[src/rtl/cam_frame_capture_pkg.sv]
// Shared camera package: capture FSM encodings, default frame geometry and
// the saturating counter helper used by the line/pixel counters.
package cam_frame_capture_pkg;

    localparam int DEF_H_ACTIVE    = 640;
    localparam int DEF_V_ACTIVE    = 480;
    localparam int DEF_SKIP_FRAMES = 2;

    localparam int         CNT_W   = 11;
    localparam logic [10:0] CNT_MAX = 11'h7FF;

    typedef enum logic [1:0] {
        WAIT_CFG = 2'd0,
        SKIP     = 2'd1,
        CAPTURE  = 2'd2
    } cap_state_t;

    function automatic logic [CNT_W-1:0] sat_inc(input logic [CNT_W-1:0] value);
        return (value == CNT_MAX) ? value : value + 11'd1;
    endfunction

endpackage

[src/rtl/cam_frame_capture_sync.sv]
// Two-flop synchroniser bringing a slow asynchronous level into cmos_pclk.
module sync_2ff (
    input  logic cmos_pclk,
    input  logic rst_133,
    input  logic din,
    output logic sync_out
);

    logic stage1;

    always_ff @(posedge cmos_pclk or negedge rst_133) begin
        if (!rst_133) begin
            stage1   <= 1'b0;
            sync_out <= 1'b0;
        end else begin
            stage1   <= din;
            sync_out <= stage1;
        end
    end

endmodule

[src/rtl/cam_frame_capture.sv]
// Camera capture front end: packs CMOS byte pairs into RGB565 words, drops
// the first frames after configuration and flags malformed lines/frames.
module cam_frame_capture
    import cam_frame_capture_pkg::*;
#(
    parameter int H_ACTIVE    = DEF_H_ACTIVE,
    parameter int V_ACTIVE    = DEF_V_ACTIVE,
    parameter int SKIP_FRAMES = DEF_SKIP_FRAMES
) (
    input  logic        cmos_pclk,
    input  logic        rst_133,
    input  logic        cfg_done,
    input  logic        cmos_vsyn,
    input  logic        cmos_href,
    input  logic [7:0]  cmos_data,
    output logic [15:0] data_16b,
    output logic        data_16b_en,
    output logic        frame_start,
    output logic        bank_switch,
    output logic [10:0] pix_cnt,
    output logic [10:0] line_cnt,
    output logic [2:0]  err_flags
);

    localparam logic [10:0] H_LIM    = 11'(H_ACTIVE);
    localparam logic [10:0] V_LIM    = 11'(V_ACTIVE);
    localparam logic [7:0]  SKIP_LIM = 8'(SKIP_FRAMES);

    cap_state_t  state;
    cap_state_t  next_state;
    logic        cfg_sync;
    logic        vs_d1;
    logic        vs_d2;
    logic        vs_rise;
    logic        href_q;
    logic        href_fall;
    logic        byte_phase;
    logic [7:0]  high_byte;
    logic [7:0]  skip_cnt;
    logic        frame_pulse;
    logic        word_ok;

    sync_2ff u_sync_cfg (
        .cmos_pclk (cmos_pclk),
        .rst_133   (rst_133),
        .din       (cfg_done),
        .sync_out  (cfg_sync)
    );

    sync_2ff u_sync_vs (
        .cmos_pclk (cmos_pclk),
        .rst_133   (rst_133),
        .din       (cmos_vsyn),
        .sync_out  (vs_d1)
    );

    always_ff @(posedge cmos_pclk or negedge rst_133) begin
        if (!rst_133) begin
            vs_d2  <= 1'b0;
            href_q <= 1'b0;
        end else begin
            vs_d2  <= vs_d1;
            href_q <= cmos_href;
        end
    end

    assign vs_rise   = vs_d1 & ~vs_d2;
    assign href_fall = href_q & ~cmos_href;

    always_ff @(posedge cmos_pclk or negedge rst_133) begin
        if (!rst_133) begin
            state <= WAIT_CFG;
        end else begin
            state <= next_state;
        end
    end

    // Losing configuration always wins, whatever state the capture is in.
    always_comb begin
        next_state  = state;
        frame_pulse = 1'b0;
        if (!cfg_sync) begin
            next_state = WAIT_CFG;
        end else begin
            case (state)
                WAIT_CFG: next_state = SKIP;
                SKIP: begin
                    if (vs_rise && (skip_cnt == SKIP_LIM)) begin
                        next_state  = CAPTURE;
                        frame_pulse = 1'b1;
                    end
                end
                CAPTURE: begin
                    if (vs_rise) begin
                        frame_pulse = 1'b1;
                    end
                end
                default: next_state = WAIT_CFG;
            endcase
        end
    end

    always_ff @(posedge cmos_pclk or negedge rst_133) begin
        if (!rst_133) begin
            skip_cnt <= 8'd0;
        end else if (state != SKIP) begin
            skip_cnt <= 8'd0;
        end else if (vs_rise && (skip_cnt != SKIP_LIM)) begin
            skip_cnt <= skip_cnt + 8'd1;
        end
    end

    always_ff @(posedge cmos_pclk or negedge rst_133) begin
        if (!rst_133) begin
            frame_start <= 1'b0;
            bank_switch <= 1'b0;
        end else begin
            frame_start <= frame_pulse;
            if (frame_start) begin
                bank_switch <= ~bank_switch;
            end
        end
    end

    assign word_ok = (state == CAPTURE) && (pix_cnt < H_LIM) && (line_cnt < V_LIM);

    // vs_rise outranks the line logic: a frame boundary discards whatever
    // line was in flight without judging its length.
    always_ff @(posedge cmos_pclk or negedge rst_133) begin
        if (!rst_133) begin
            data_16b    <= 16'h0000;
            data_16b_en <= 1'b0;
            high_byte   <= 8'h00;
            byte_phase  <= 1'b0;
            pix_cnt     <= 11'd0;
            line_cnt    <= 11'd0;
            err_flags   <= 3'b000;
        end else begin
            data_16b_en <= 1'b0;
            if (!cfg_sync) begin
                byte_phase <= 1'b0;
                pix_cnt    <= 11'd0;
                line_cnt   <= 11'd0;
            end else if (vs_rise) begin
                if ((state == CAPTURE) && (line_cnt != V_LIM)) begin
                    err_flags[2] <= 1'b1;
                end
                byte_phase <= 1'b0;
                pix_cnt    <= 11'd0;
                line_cnt   <= 11'd0;
            end else begin
                if (href_fall) begin
                    line_cnt <= sat_inc(line_cnt);
                    pix_cnt  <= 11'd0;
                    if (state == CAPTURE) begin
                        if (pix_cnt != H_LIM) begin
                            err_flags[0] <= 1'b1;
                        end
                        if (byte_phase) begin
                            err_flags[1] <= 1'b1;
                        end
                    end
                end
                if (cmos_href) begin
                    byte_phase <= ~byte_phase;
                    if (!byte_phase) begin
                        high_byte <= cmos_data;
                    end else begin
                        pix_cnt <= sat_inc(pix_cnt);
                        if (word_ok) begin
                            data_16b    <= {high_byte, cmos_data};
                            data_16b_en <= 1'b1;
                        end
                    end
                end else begin
                    byte_phase <= 1'b0;
                end
            end
        end
    end

endmodule

[config.mk]
export PLATFORM = sky130hd
export DESIGN_NAME = cam_frame_capture
export DESIGN_NICKNAME = d
export VERILOG_FILES = /design/src/rtl/cam_frame_capture_pkg.sv /design/src/rtl/cam_frame_capture_sync.sv /design/src/rtl/cam_frame_capture.sv
export SDC_FILE = /design/constraint.sdc
export NUM_CORES = 1
export LEC_CHECK = 0
export CAP_MARGIN = 25
export CORE_ASPECT_RATIO = 0.9
export CORE_MARGIN = 1
export CORE_UTILIZATION = 45
export DETAILED_ROUTE_END_ITERATION = 6
export PLACE_DENSITY = 0.7
export RECOVER_POWER = 100
export SLEW_MARGIN = 20
export SYNTH_ARGS = -nofsm -noshare
export SYNTH_HDL_FRONTEND = slang
export SYNTH_HIERARCHICAL = 1
export SYNTH_SLANG_ARGS = --single-unit
[constraint.sdc]
create_clock -name cmos_pclk -period 3 [get_ports cmos_pclk]
set_input_delay 0.6 -clock cmos_pclk [delete_from_list [all_inputs] [get_ports cmos_pclk]]
set_output_delay 0.6 -clock cmos_pclk [all_outputs]
set_load 0.1 [all_outputs]
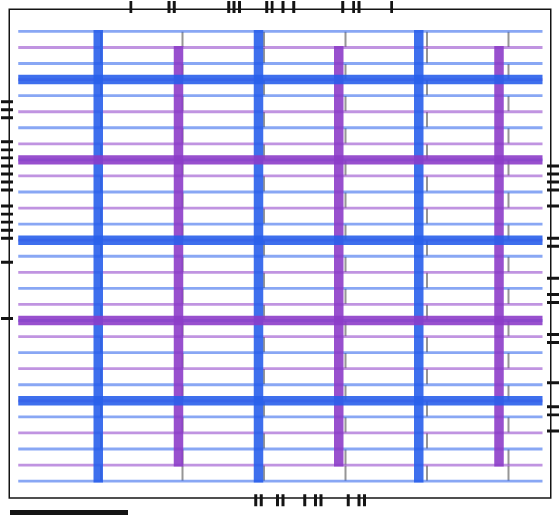
Fig. 1. PDN straps and rails (run 1).
The bar under the picture is 20 µm long. Pins as bars on the die edge. Tap cells in gray.
[blue] VSS
[purple] VDD
rows: 28
signal pins: 57
met4 straps: 6
met1 rails: 29
VDD IR-drop max: 0.457 mV
core area: 0.00676 mm²
Die Span Y: 82.5 µm
Die W: 91.5 µm

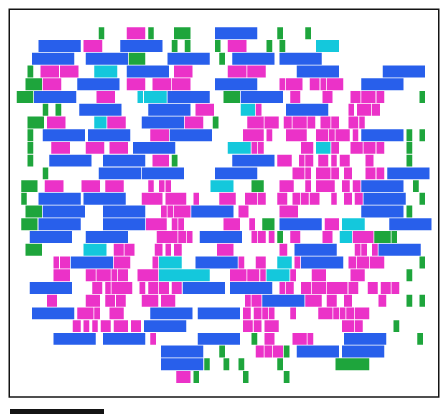
Fig. 2. Placement by cell class (run 1).
The bar under the picture is 20 µm long.
[green] remaining buffers and delay cells | cells: 60 | share of their area: 8.6%
[magenta] combinational and other logic | cells: 209 | share of their area: 39%
[cyan] clock drivers and dummy loads | cells: 16 | share of their area: 5.4%
[blue] sequential cells | cells: 69 | share of their area: 47%
summed area of non-filler cells in the final layout: 0.00380 mm²
sequential cell area share: 0.454
fraction of the core area covered by cells at the end of the flow: 0.562
Core Rows: 28

==> report_table.html, run 1 <==
<h2>Implementation results</h2>
<table>
<tr><th>Metric</th><th>Value</th></tr>
<tr><th colspan="2">Status</th></tr>
<tr><td>Run status</td><td>complete, no violations</td></tr>
<tr><th colspan="2">Yosys</th></tr>
<tr><td>Synth Flop Type</td><td>sky130_fd_sc_hd__dfrtp_1</td></tr>
<tr><td>Synthesized netlist cell count</td><td>285</td></tr>
<tr><td>Mapped Area</td><td>0.00324 mm²</td></tr>
<tr><td>Ao+oa area frac</td><td>0.0873</td></tr>
<tr><td>Number of synthesis warnings</td><td>6</td></tr>
<tr><td>Distinct lib cells</td><td>48</td></tr>
<tr><td>Post-synth area hogs</td><td>sky130_fd_sc_hd__dfrtp_1 (53%), sky130_fd_sc_hd__mux2_2 (8.7%), sky130_fd_sc_hd__ha_1 (3.9%)</td></tr>
<tr><td>Simple-Gate Area Share</td><td>0.186</td></tr>
<tr><td>Post-synth EDFFs</td><td>0</td></tr>
<tr><td>Yosys stat chip area</td><td>0.00324 mm²</td></tr>
<tr><td>Cell taking the most area after synthesis</td><td>sky130_fd_sc_hd__dfrtp_1</td></tr>
<tr><td>Share of Yosys cell area claimed by the top area cell type</td><td>0.533</td></tr>
<tr><td>Cell count in the Yosys report</td><td>285</td></tr>
<tr><td>Flops after synth</td><td>69</td></tr>
<tr><td>Mapped Avg Cell Area</td><td>11.4 µm²</td></tr>
<tr><td>Nets in the synthesized netlist</td><td>308</td></tr>
<tr><td>Multiplexer area fraction after synthesis</td><td>0.105</td></tr>
<tr><td>Adder share</td><td>0.0386</td></tr>
<tr><th colspan="2">Detailed routing</th></tr>
<tr><td>Number of DRC markers in iteration 0</td><td>80</td></tr>
<tr><td>Number of iterations in the first detailed-routing pass</td><td>4</td></tr>
<tr><td>Routed length on met1</td><td>3070 µm</td></tr>
<tr><td>Top routing layer used</td><td>met4</td></tr>
<tr><td>Average wire per cell in the routed design</td><td>14.4 µm</td></tr>
<tr><td>Met3 wire len</td><td>357 µm</td></tr>
<tr><td>Via Count</td><td>2377</td></tr>
<tr><th colspan="2">CTS</th></tr>
<tr><td>CTS tree</td><td>done</td></tr>
<tr><td>CTS root buffer</td><td>sky130_fd_sc_hd__clkbuf_8</td></tr>
<tr><td>Maximum clock insertion buffer count</td><td>2</td></tr>
<tr><td>CTS resizes</td><td>0</td></tr>
<tr><td>H-Tree Level Count</td><td>3</td></tr>
<tr><td>Hold_buf cts</td><td>0</td></tr>
<tr><td>Clk pin slew, worst setup/hold paths</td><td>0.07 ns</td></tr>
<tr><td>CTS sink count</td><td>69</td></tr>
<tr><th colspan="2">Place</th></tr>
<tr><td>Pre-CTS setup slack</td><td>0.413 ns</td></tr>
<tr><td>Placed inst area</td><td>0.00381 mm²</td></tr>
<tr><td>RD Place Congestion</td><td>0.846</td></tr>
<tr><td>Placed cell count</td><td>428</td></tr>
<tr><td>IO buf count</td><td>56</td></tr>
<tr><td>Detailed placer's ending HPWL</td><td>4580 µm</td></tr>
<tr><th colspan="2">Timing</th></tr>
<tr><td>Setup TNS</td><td>0 ns</td></tr>
<tr><td>Final hold slack</td><td>0.358 ns</td></tr>
<tr><td>Worst-case clock skew</td><td>0.00633 ns</td></tr>
<tr><td>Least-Margin Pin Slew</td><td>1.42 ns</td></tr>
<tr><td>Worst max-slew margin expressed relative to the limit</td><td>0.0513</td></tr>
<tr><td>Setup Viol. Count Final</td><td>0</td></tr>
<tr><td>Fin. Hold Viols</td><td>0</td></tr>
<tr><td>RSZ-0062 raised after global routing</td><td>no</td></tr>
<tr><td>Period utilization</td><td>0.816</td></tr>
<tr><td>Final critical delay including setup and external delays</td><td>2.45 ns</td></tr>
<tr><td>Slack of the critical path</td><td>0.553 ns</td></tr>
<tr><th colspan="2">Floorplan</th></tr>
<tr><td>Io pins</td><td>57</td></tr>
<tr><td>Die footprint</td><td>0.00755 mm²</td></tr>
<tr><td>Effective utilization at floorplan</td><td>0.479</td></tr>
<tr><th colspan="2">Final layout</th></tr>
<tr><td>Number of cells in the finished layout apart from fillers</td><td>444</td></tr>
<tr><td>Layout overhead on the synthesized area</td><td>17.3%</td></tr>
<tr><td>Antenna diodes</td><td>0</td></tr>
<tr><td>Nets</td><td>372</td></tr>
<tr><td>Commonest cells after routing, fill and taps aside</td><td>sky130_fd_sc_hd__dfrtp_1 (69), sky130_fd_sc_hd__clkbuf_1 (47), sky130_fd_sc_hd__nand2_1 (27)</td></tr>
<tr><td>Most used logic cell in the final layout</td><td>sky130_fd_sc_hd__dfrtp_1</td></tr>
<tr><th colspan="2">Global route</th></tr>
<tr><td>Busiest layer in global routing</td><td>met2</td></tr>
<tr><td>GRT met2 Usage</td><td>0.286</td></tr>
<tr><td>First-pass GRT wire length</td><td>10700 µm</td></tr>
<tr><td>Antenna violations before repair</td><td>0</td></tr>
<tr><td>Number of global-route vias before repair</td><td>2226</td></tr>
<tr><td>Global-route total usage across every layer</td><td>0.185</td></tr>
<tr><td>Largest net degree at the start of global routing</td><td>46</td></tr>
<tr><th colspan="2">Worst setup path</th></tr>
<tr><td>Launching element type of the critical path</td><td>input pin</td></tr>
<tr><td>Required time at the endpoint of the critical path</td><td>3.23 ns</td></tr>
<tr><td>Series of cell instances along the critical path</td><td>dlygate4sd3_1 &gt; and2_0 &gt; nand3b_2 &gt; nor4_1 &gt; buf_4 &gt; mux2_2</td></tr>
<tr><td>Class of the most critical setup path</td><td>in2reg</td></tr>
<tr><td>Critical path launch point</td><td>cmos_href</td></tr>
<tr><td>Max stage delay on crit path</td><td>0.68 ns</td></tr>
<tr><td>Max Fanout on Critical Path</td><td>16</td></tr>
<tr><td>Launching point of the worst reg2reg path</td><td>u_sync_cfg/sync_out</td></tr>
<tr><td>Crit path arrival time</td><td>2.68 ns</td></tr>
<tr><td>Slowest-stage cell, CP</td><td>sky130_fd_sc_hd__dlygate4sd3_1</td></tr>
<tr><th colspan="2">Power and ir drop</th></tr>
<tr><td>Static leakage</td><td>0.00169 µW</td></tr>
<tr><td>Sum of internal, switching and leakage power</td><td>2670 µW</td></tr>
<tr><td>Pwr dens</td><td>704 mW/mm²</td></tr>
<tr><th colspan="2">Job</th></tr>
<tr><td>Number of max-cap violations</td><td>0</td></tr>
<tr><td>Number of warnings the tools reported</td><td>32</td></tr>
<tr><th colspan="2">Hold path</th></tr>
<tr><td>Worst hold start</td><td>u_sync_cfg/stage1</td></tr>
</table>
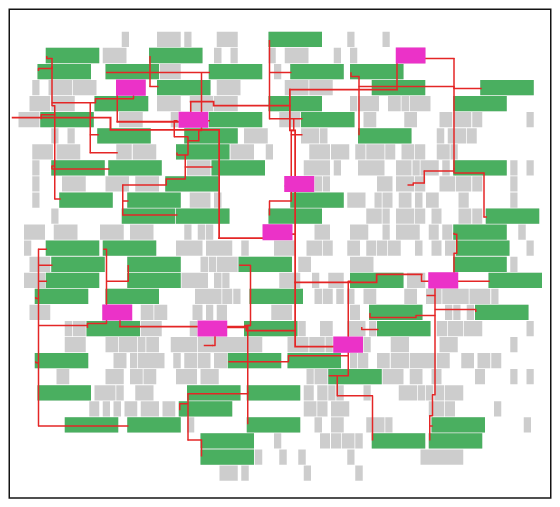
Fig. 3. Routed clock nets over the placement (run 1).
[red] clock wires | length: 816 µm
[green] flip-flops | count: 69
[magenta] clock drivers | count: 9
routed clock nets: 10

-- run 1: registers in the layout, indices dropped and copies added (netlist names), 2 cells and up --
| signal | count |
|---|---|
| data_16b | 16 |
| line_cnt | 11 |
| pix_cnt | 11 |
| high_byte | 8 |
| skip_cnt | 8 |
| err_flags | 3 |
| state | 2 |
-- run 1: final cells by class --
class                           count  area [µm²]
Fill cell                         631        2960
Sequential cell                    69        1730
Multi-Input combinational cell    199        1410
Timing Repair Buffer               60         318
Clock buffer                       10         128
Tap cell                           90         113
Clock inverter                      6        71.3
Inverter                           10        37.5
-- run 1: final timing paths --
check                                       to  slack [ns]  depth (start not counted)
setup reg to reg                  high_byte[3]        1.01                          4
min in group asynchronous          line_cnt[1]        0.57                          1
setup / recovery                  data_16b[13]        0.55                          6
hold / removal             u_sync_cfg/sync_out        0.36                          0
hold reg to reg            u_sync_cfg/sync_out        0.36                          0
max in group asynchronous         high_byte[1]        1.55                          2
-- run 1: synth_stat cells (7+ instances only) --
cell / number
sky130_fd_sc_hd__a21oi_1: 15
sky130_fd_sc_hd__and3_1: 7
sky130_fd_sc_hd__dfrtp_1: 69
sky130_fd_sc_hd__ha_1: 10
sky130_fd_sc_hd__inv_1: 10
sky130_fd_sc_hd__mux2_2: 25
sky130_fd_sc_hd__nand2_1: 26
sky130_fd_sc_hd__nand3_1: 7
sky130_fd_sc_hd__nand4_1: 7
sky130_fd_sc_hd__nor2_1: 15
sky130_fd_sc_hd__o21ai_0: 9
-- run 1: where the power goes --
| group | internal, µW | switching [µW] |
|---|---|---|
| sequential | 1040 | 68.4 |
| combinational | 159 | 658 |
| clock | 391 | 361 |
-- run 1: worst max-delay path: cells and delay by family --
family / cells / cell delay (ns)
buffers and inverters: 2 / 0.98
AND/OR/NAND/NOR: 3 / 0.74
multiplexers: 1 / 0.36
Fig. 4: run 1, metal layers overlaid
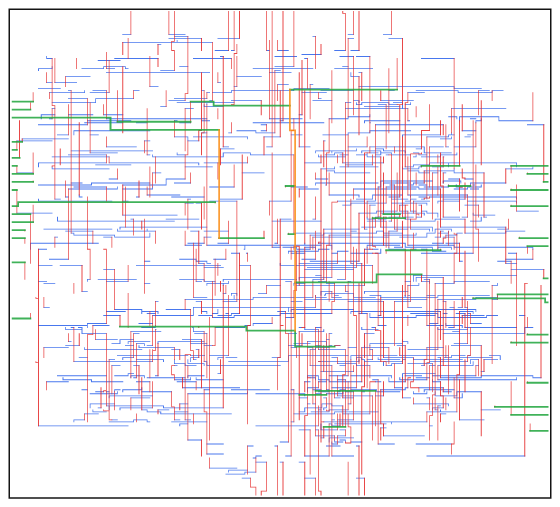

==> inputs of run 2 (changes only) <==
--- a/config.mk
+++ b/config.mk
@@ -10,7 +10,7 @@
 export CORE_MARGIN = 1
 export CORE_UTILIZATION = 45
 export DETAILED_ROUTE_END_ITERATION = 6
-export PLACE_DENSITY = 0.7
+export PLACE_DENSITY = 0.73
 export RECOVER_POWER = 100
 export SLEW_MARGIN = 20
 export SYNTH_ARGS = -nofsm -noshare
==> constraint.sdc (replaced) <==
create_clock -name cmos_pclk -period 2.19 [get_ports cmos_pclk]
set_input_delay 0.438 -clock cmos_pclk [delete_from_list [all_inputs] [get_ports cmos_pclk]]
set_output_delay 0.438 -clock cmos_pclk [all_outputs]
set_load 0.1 [all_outputs]
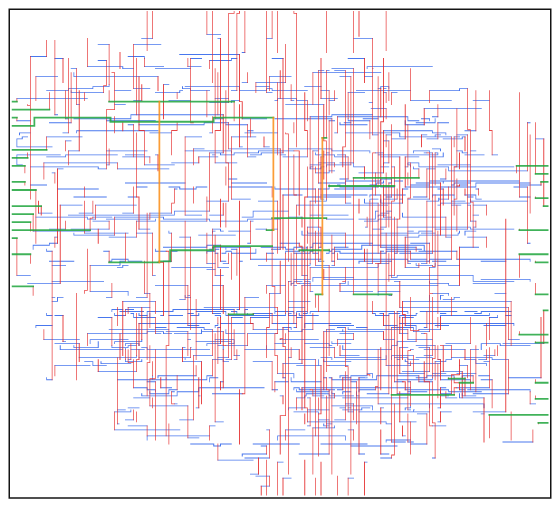
Fig. 5. Metal layers overlaid (run 2).
[orange] metal 4 | wire length: 72.8 µm
[blue] metal 1 | wire length: 3060 µm
[green] metal 3 | wire length: 267 µm
[red] metal 2 | wire length: 3180 µm

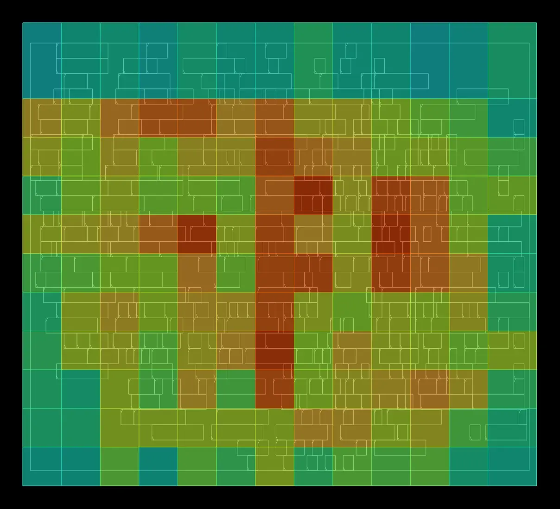
Fig. 6. Congestion heat map (run 2).
average wire per cell in the routed design: 14.5 µm
busiest layer in global routing: met2
fraction of the core area covered by cells at the end of the flow: 0.581
global-route total usage across every layer: 0.196
GRT met2 Usage: 0.315

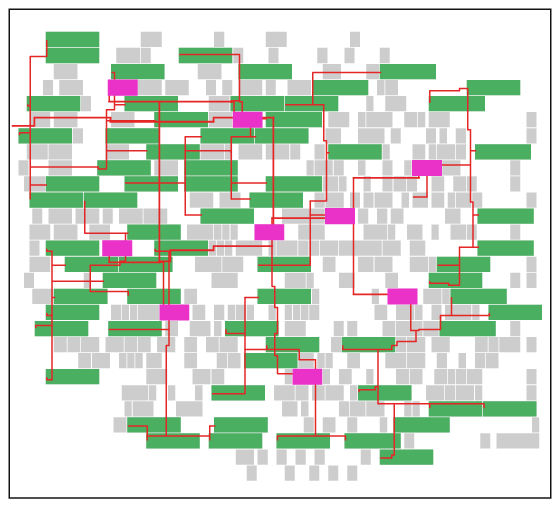
Fig. 7. Routed clock nets over the placement (run 2).
worst-case clock skew: 0.00712 ns
clock network power: 896 µW
Skew-Pair Late Insertion Delay: 0.34 ns
clock network power share: 0.251

==> run 2 against run 1 <==
Compared with the run above:
- cell area up 3.4%
- combinational power up 42%
- register-to-register slack worse by 0.74 ns
- cell count up 2.5%
- non-clock buffer count up 11
- first-iteration DRC count up 140%
- critical path type unchanged
- largest power group unchanged
- wire length up 2.8%
- total power up 34%
- critical path depth unchanged
==> report_table.html, run 2 <==
<h2>Implementation results</h2>
<table>
<tr><th>Metric</th><th>Value</th></tr>
<tr><th colspan="2">Status</th></tr>
<tr><td>Run status</td><td>complete, no violations (unchanged)</td></tr>
<tr><th colspan="2">Yosys</th></tr>
<tr><td>Share of Yosys cell area claimed by the top area cell type</td><td>0.533 (unchanged)</td></tr>
<tr><td>Nets in the synthesized netlist</td><td>308 (unchanged)</td></tr>
<tr><td>Post-synth area hogs</td><td>sky130_fd_sc_hd__dfrtp_1 (53%), sky130_fd_sc_hd__mux2_2 (8.7%), sky130_fd_sc_hd__ha_1 (3.9%) (unchanged)</td></tr>
<tr><td>Mapped Avg Cell Area</td><td>11.4 µm² (unchanged)</td></tr>
<tr><td>Post-synth EDFFs</td><td>0 (unchanged)</td></tr>
<tr><td>Dominant cell by count in the synthesized netlist</td><td>sky130_fd_sc_hd__dfrtp_1 (unchanged)</td></tr>
<tr><td>Number of synthesis warnings</td><td>6 (unchanged)</td></tr>
<tr><td>Multiplexer area fraction after synthesis</td><td>0.105 (unchanged)</td></tr>
<tr><th colspan="2">CTS</th></tr>
<tr><td>CTS resizes</td><td>0 (unchanged)</td></tr>
<tr><td>H-Tree Level Count</td><td>3 (unchanged)</td></tr>
<tr><td>CTS root buffer</td><td>sky130_fd_sc_hd__clkbuf_8 (unchanged)</td></tr>
<tr><td>CTS tree</td><td>done (unchanged)</td></tr>
<tr><th colspan="2">Power and ir drop</th></tr>
<tr><td>Sum of internal, switching and leakage power</td><td>3580 µW (was 2670 µW)</td></tr>
<tr><th colspan="2">Final layout</th></tr>
<tr><td>Sequential cell area share</td><td>0.443 (was 0.454)</td></tr>
<tr><td>Largest registers ranked by flip-flop count</td><td>data_16b (16), line_cnt (11), pix_cnt (11) (unchanged)</td></tr>
<tr><td>FF/Latch Area</td><td>0.00174 mm² (was 0.00173 mm²)</td></tr>
<tr><td>Clock buffer and inverter area fraction after layout</td><td>0.0430 (was 0.0523)</td></tr>
<tr><td>Nets</td><td>383 (was 372)</td></tr>
<tr><td>Area of the multi-input gates</td><td>0.00143 mm² (was 0.00141 mm²)</td></tr>
<tr><td>Number of cells in the finished layout apart from fillers</td><td>455 (was 444)</td></tr>
<tr><td>Fillers</td><td>603 (was 631)</td></tr>
<tr><th colspan="2">Timing</th></tr>
<tr><td>Final critical delay including setup and external delays</td><td>2.02 ns</td></tr>
<tr><td>Setup Viol. Count Final</td><td>0 (unchanged)</td></tr>
<tr><td>Worst max-slew margin expressed relative to the limit</td><td>0.593 (was 0.0513)</td></tr>
<tr><td>RSZ-0062 raised after global routing</td><td>no (unchanged)</td></tr>
<tr><th colspan="2">Global route</th></tr>
<tr><td>First-pass GRT wire length</td><td>11300 µm (was 10700 µm)</td></tr>
<tr><td>Antenna violations before repair</td><td>0 (unchanged)</td></tr>
<tr><th colspan="2">Floorplan</th></tr>
<tr><td>Io pins</td><td>57 (unchanged)</td></tr>
<tr><td>Die W</td><td>91.5 µm (unchanged)</td></tr>
<tr><td>Number of well-tap cells placed</td><td>90 (unchanged)</td></tr>
<tr><th colspan="2">Worst setup path</th></tr>
<tr><td>Critical path launch point</td><td>cmos_href (unchanged)</td></tr>
<tr><td>Max stage delay on crit path</td><td>0.63 ns (was 0.68 ns)</td></tr>
<tr><td>Max Fanout on Critical Path</td><td>16 (unchanged)</td></tr>
<tr><th colspan="2">Job</th></tr>
<tr><td>Number of max-cap violations</td><td>0 (unchanged)</td></tr>
<tr><td>Number of warnings the tools reported</td><td>32 (unchanged)</td></tr>
</table>
## run 2: cell types whose count changed in the layout (fill, tap and decap cells not counted), sizes merged
cell / previous run / this run
bufinv: 1 / 0
clkbuf: 56 / 65
buf: 3 / 6
clkinv: 1 / 2
inv: 12 / 11
## run 2: worst paths after layout
kind	endpoint	slack [ns]	cells after the start
max in group asynchronous	pix_cnt[9]	1.74	2
worst min register to register	u_sync_cfg/sync_out	0.35	0
worst min-delay path	line_cnt[2]	0.14	2
worst max register to register	high_byte[1]	0.27	5
worst max-delay path	data_16b[7]	0.17	6
min in group cmos_pclk	u_sync_cfg/sync_out	0.35	0
## run 2: per-stage QoR
stage               setup WS, ns  instance area [µm²]   util  hold WS, ns
floorplan                0.00132                 3260      -        0.142
global placement         -0.0477                 3920  0.579        0.334
detailed placement       -0.0614                 3920  0.579        0.335
CTS                        0.291                 4090  0.604        0.112
global route               0.102                 3930  0.581        0.179
finish                     0.171                 3930  0.581        0.138
## run 2: critical path: cells and delay by family
kind	cells	cell delay [ns]
buffers and inverters	2	0.83
AND/OR/NAND/NOR	3	0.63
multiplexers	1	0.34
## run 2: cell families (layout without fill, tap and decap cells)
family,after synthesis,in the layout
adders and majority gates,10,10
DFF,69,69
muxes,31,31
AOI/OAI and AO/OA,43,43
and+or+nand+nor,105,105
buffers and inverters,17,97
xor gates and xnor gates,10,10
## run 2: where the power goes
part / switching (µW) / leakage [µW] / internal, µW
logic: 909 / 0.000854 / 253
clock network: 481 / 0.0000799 / 415
registers: 95.5 / 0.000903 / 1420
total: 1480 / 0.00184 / 2090
## run 2: routing by layer
metal	global-route usage	wire [µm]
met5	0	0
met4	0.0825	72
met3	0.0467	267
met2	0.315	3180
met1	0.258	3060
No activity file was given, so power comes from the tool's default toggle rates.
